[src/rtl/spi_pkg.sv]
// Shared widths and FSM encoding for the SPI configuration bridge.
// Latency: n/a (package only).
// Backpressure: n/a (package only).
package spi_pkg;
    localparam int SPI_BYTE_W    = 8;
    localparam int SPI_BIT_CNT_W = 3;

    typedef enum logic {
        IDLE,
        ACTIVE
    } spi_state_t;
endpackage

[src/rtl/sync_ff.sv]
// Multi-stage flop synchronizer for one asynchronous input.
// Latency: STAGES clk cycles.
// Backpressure: none.
module sync_ff #(
    parameter int   STAGES  = 2,
    parameter logic RST_VAL = 1'b0
) (
    input  logic clk,
    input  logic rst,
    input  logic d,
    output logic q
);
    logic [STAGES-1:0] chain;

    always_ff @(posedge clk) begin
        if (rst) begin
            chain <= {STAGES{RST_VAL}};
        end else begin
            chain <= {chain[STAGES-2:0], d};
        end
    end

    assign q = chain[STAGES-1];
endmodule

[src/rtl/spi_bridge.sv]
// SPI mode-0 slave: deserializes MOSI into byte_sync/data_in, serializes data_out on MISO (optional frame_err via SPI_BRIDGE_FRAME_ERR_EN).
// Latency: byte_sync SYNC_STAGES+1 clk after the 8th sclk rise; data_out captured 2 clk after byte_sync.
// Backpressure: none; the SPI master sets the pace and the decoder must keep up.
module spi_bridge
    import spi_pkg::*;
#(
    parameter int SYNC_STAGES = 2
) (
    input  logic                  clk,
    input  logic                  rst,
    input  logic                  sclk,
    input  logic                  cs_n,
    input  logic                  mosi,
    output logic                  miso,
    output logic                  byte_sync,
    output logic [SPI_BYTE_W-1:0] data_in,
    input  logic [SPI_BYTE_W-1:0] data_out
`ifdef SPI_BRIDGE_FRAME_ERR_EN
    ,
    output logic                  frame_err
`endif
);
    logic sclk_s, cs_s, mosi_s;
    logic sclk_d, cs_d;
    logic sclk_rise, sclk_fall, cs_fall;

    spi_state_t             state;
    logic [SPI_BIT_CNT_W-1:0] bit_cnt;
    logic [SPI_BYTE_W-2:0]  rx_sr;
    logic [SPI_BYTE_W-1:0]  tx_sr;
    logic [SPI_BYTE_W-1:0]  rx_next;
    logic [1:0]             ld_pipe;

    // cs_n resets to "asserted" so a frame already in flight at reset
    // cannot produce a falling edge; a genuine high-then-low is required.
    sync_ff #(.STAGES(SYNC_STAGES), .RST_VAL(1'b0)) u_sync_sclk (
        .clk(clk), .rst(rst), .d(sclk), .q(sclk_s)
    );
    sync_ff #(.STAGES(SYNC_STAGES), .RST_VAL(1'b0)) u_sync_cs (
        .clk(clk), .rst(rst), .d(cs_n), .q(cs_s)
    );
    sync_ff #(.STAGES(SYNC_STAGES), .RST_VAL(1'b0)) u_sync_mosi (
        .clk(clk), .rst(rst), .d(mosi), .q(mosi_s)
    );

    always_ff @(posedge clk) begin
        if (rst) begin
            sclk_d <= 1'b0;
            cs_d   <= 1'b0;
        end else begin
            sclk_d <= sclk_s;
            cs_d   <= cs_s;
        end
    end

    assign sclk_rise = sclk_s & ~sclk_d;
    assign sclk_fall = ~sclk_s & sclk_d;
    assign cs_fall   = ~cs_s & cs_d;
    assign rx_next   = {rx_sr, mosi_s};

    always_ff @(posedge clk) begin
        if (rst) begin
            state     <= IDLE;
            bit_cnt   <= '0;
            rx_sr     <= '0;
            tx_sr     <= '0;
            ld_pipe   <= '0;
            miso      <= 1'b0;
            byte_sync <= 1'b0;
            data_in   <= '0;
`ifdef SPI_BRIDGE_FRAME_ERR_EN
            frame_err <= 1'b0;
`endif
        end else begin
            byte_sync <= 1'b0;
`ifdef SPI_BRIDGE_FRAME_ERR_EN
            frame_err <= 1'b0;
`endif
            case (state)
                IDLE: begin
                    bit_cnt <= '0;
                    miso    <= 1'b0;
                    ld_pipe <= '0;
`ifdef SPI_BRIDGE_FRAME_ERR_EN
                    frame_err <= sclk_rise;
`endif
                    if (cs_fall) begin
                        state <= ACTIVE;
                        tx_sr <= '0;
                    end
                end
                ACTIVE: begin
                    // cs_n high here always means it just rose; it overrides any sclk edge
                    if (cs_s) begin
                        state   <= IDLE;
                        bit_cnt <= '0;
                        miso    <= 1'b0;
                        ld_pipe <= '0;
`ifdef SPI_BRIDGE_FRAME_ERR_EN
                        frame_err <= (bit_cnt != '0);
`endif
                    end else begin
                        ld_pipe <= {ld_pipe[0], byte_sync};
                        miso    <= tx_sr[SPI_BYTE_W-1];
                        if (sclk_rise) begin
                            rx_sr   <= rx_next[SPI_BYTE_W-2:0];
                            bit_cnt <= bit_cnt + 3'd1;
                            if (bit_cnt == 3'd7) begin
                                data_in   <= rx_next;
                                byte_sync <= 1'b1;
                            end
                        end
                        // No shift at bit_cnt 0 keeps the freshly loaded MSB on the wire
                        if (ld_pipe[1]) begin
                            tx_sr <= data_out;
                        end else if (sclk_fall && (bit_cnt != '0)) begin
                            tx_sr <= {tx_sr[SPI_BYTE_W-2:0], 1'b0};
                        end
                    end
                end
                default: state <= IDLE;
            endcase
        end
    end
endmodule

[config.mk]
export PLATFORM = sky130hd
export DESIGN_NAME = spi_bridge
export DESIGN_NICKNAME = d
export VERILOG_FILES = /design/src/rtl/spi_pkg.sv /design/src/rtl/sync_ff.sv /design/src/rtl/spi_bridge.sv
export SDC_FILE = /design/constraint.sdc
export NUM_CORES = 1
export LEC_CHECK = 0
export CORE_UTILIZATION = 50
export DETAILED_ROUTE_END_ITERATION = 6
export MAX_ROUTING_LAYER = met4
export PLACE_DENSITY = 0.78
export RECOVER_POWER = 25
export SLEW_MARGIN = 25
export SYNTH_ARGS = -nofsm -noshare
export SYNTH_HDL_FRONTEND = slang
export SYNTH_SLANG_ARGS = --single-unit
[constraint.sdc]
create_clock -name clk -period 2.3 [get_ports clk]
set_input_delay 0.23 -clock clk [delete_from_list [all_inputs] [get_ports clk]]
set_output_delay 0.23 -clock clk [all_outputs]
set_load 0.1 [all_outputs]
==> results.txt <==
Item: results of the latest flow run.

- The run finished, with violations left.
- The final reports fail on design-rule violations.
- The placed instances occupy a cell area of 0.00171 mm².
- The setup check on the worst reg-to-reg path leaves a slack of 0.66 ns.
- The most common cell in the synthesized netlist is sky130_fd_sc_hd__dfxtp_1.
- The number of design rule violations left after detail routing is 4.
- The source of the worst register-to-register timing path is bit_cnt[0].
- Counting the fill cells in the layout gives 258.
- The die is 56.7 µm wide.
- The number of standard cells reported by yosys is 153.
- Per the placement log, port buffering inserted 22 buffers.
- Setup repair after global routing left no endpoint under its margin.
- Per the synthesis report, the simple-gate share of the synthesized area is 19.0%.
- In this run the number of cells on the critical path is 1.
- The category of the critical setup timing path is flip-flop to output port.
- The I/O pin count is 23.
- The count of non-filler cells in the finished layout is 206.
- The height of the die is 56.7 µm.
- The initial standard-cell utilization of the core is 53.4%.
- After detailed routing, the average wire length per cell comes to 12.1 µm.
- The endpoint of the lowest-slack register-to-register path is tx_sr[3].
- Walking the worst path, the cells encountered are clkbuf_1.
- Note that the worst hold path type here is input pin to flip-flop.
- The number of vias per cell is 5.37.
- The cell family with the largest share of critical-path delay is buffers and inverters.
==> cell type report <==
type	instances	area (µm²)	share of cell area [%]
Tap cell	31	38.8	2.21
Multi-Input combinational cell	100	663	37.8
Clock buffer	6	41.3	2.35
Inverter	4	15.0	0.856
Clock inverter	2	12.5	0.713
Sequential cell	39	781	44.5
Timing Repair Buffer	24	203	11.6
==> report_power, final <==
part	total, µW	internal [µW]	switching, µW
clock	329	118	211
combinational	46.3	25.9	20.4
sequential	687	681	5.08
==> layout by cell type (no fill, tap or decap), drive strengths merged <==
master	count
or4	6
dfxtp	39
xnor2	1
o21ai	7
nand2	9
buf	10
clkdlybuf4s50	11
a21oi	16
o21bai	1
nand3	8
dlygate4sd3	1
nor4	1
inv	4
and2	3
o21a	1
clkinv	1
nor3	1
nor2	14
ha	3
nand2b	1
nand4b	1
a311oi	1
clkbuf	8
nor4bb	1
o21ba	1
nor2b	8
mux2i	15
clkinvlp	1
or3	1
==> worst min path at each step <==
stage	start	end	cells past startpoint	slack [ns]
CTS	cs_n	u_sync_cs.chain[0]	2	0.42
finish	cs_n	u_sync_cs.chain[0]	2	0.44
global placement	ld_pipe[0]	ld_pipe[1]	1	0.41
detailed placement	ld_pipe[0]	ld_pipe[1]	1	0.42
floorplan	cs_n	u_sync_cs.chain[0]	1	0.36
global route	mosi	u_sync_mosi.chain[0]	2	0.42
==> registers in the layout, summed over array words and instances (netlist names) <==
register and count:
byte_sync 1, bit_cnt 3, rx_sr 7, sclk_d 1
u_sync_mosi.chain 2, data_in 8, u_sync_cs.chain 2, state 1
ld_pipe 2, cs_d 1, u_sync_sclk.chain 2, miso 1
tx_sr 8
Figure 1. Where the registers sit.
Other sequential cells in the stronger gray, the rest of the logic in the fainter gray.
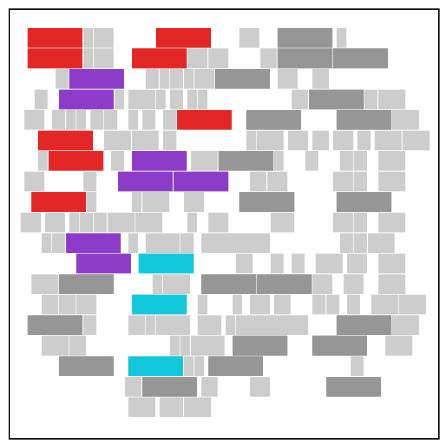
legend:
  purple:
    name_in_the_netlist: rx_sr
    flops: 7
  red:
    name_in_the_netlist: data_in
    flops: 8
    where: upper left
  cyan:
    name_in_the_netlist: bit_cnt
    flops: 3

Figure 2. Metal 3.
Scale bar: 20 µm.
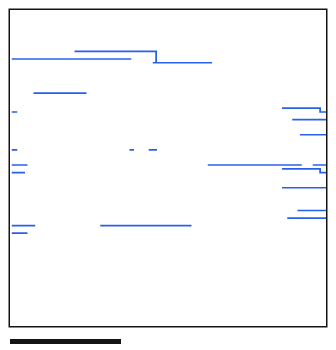
share of all routed wire: 6.0%
nets with wire on the layer: 18
total length of routed wires: 2500 µm
GR Util met3: 7.37%
number of vias in the routed layout: 1,106

Figure 3. Cell placement.
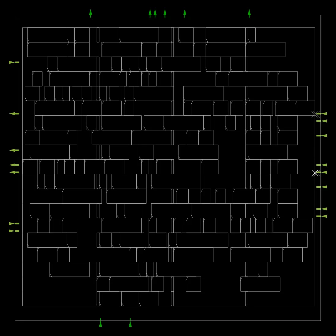
Util after Layout: 62.5%
core outline area: 0.00281 mm²
sequential cell count of the final layout: 39

Figure 4. Wiring by layer.
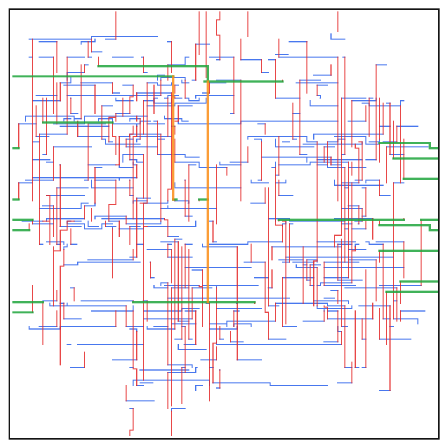
legend:
  green:
    layer: met3
    wire_length: 151 µm
  red:
    layer: met2
    wire_length: 1,200 µm
  blue:
    layer: met1
    wire_length: 1,100 µm
  orange:
    layer: met4
    wire_length: 45.6 µm

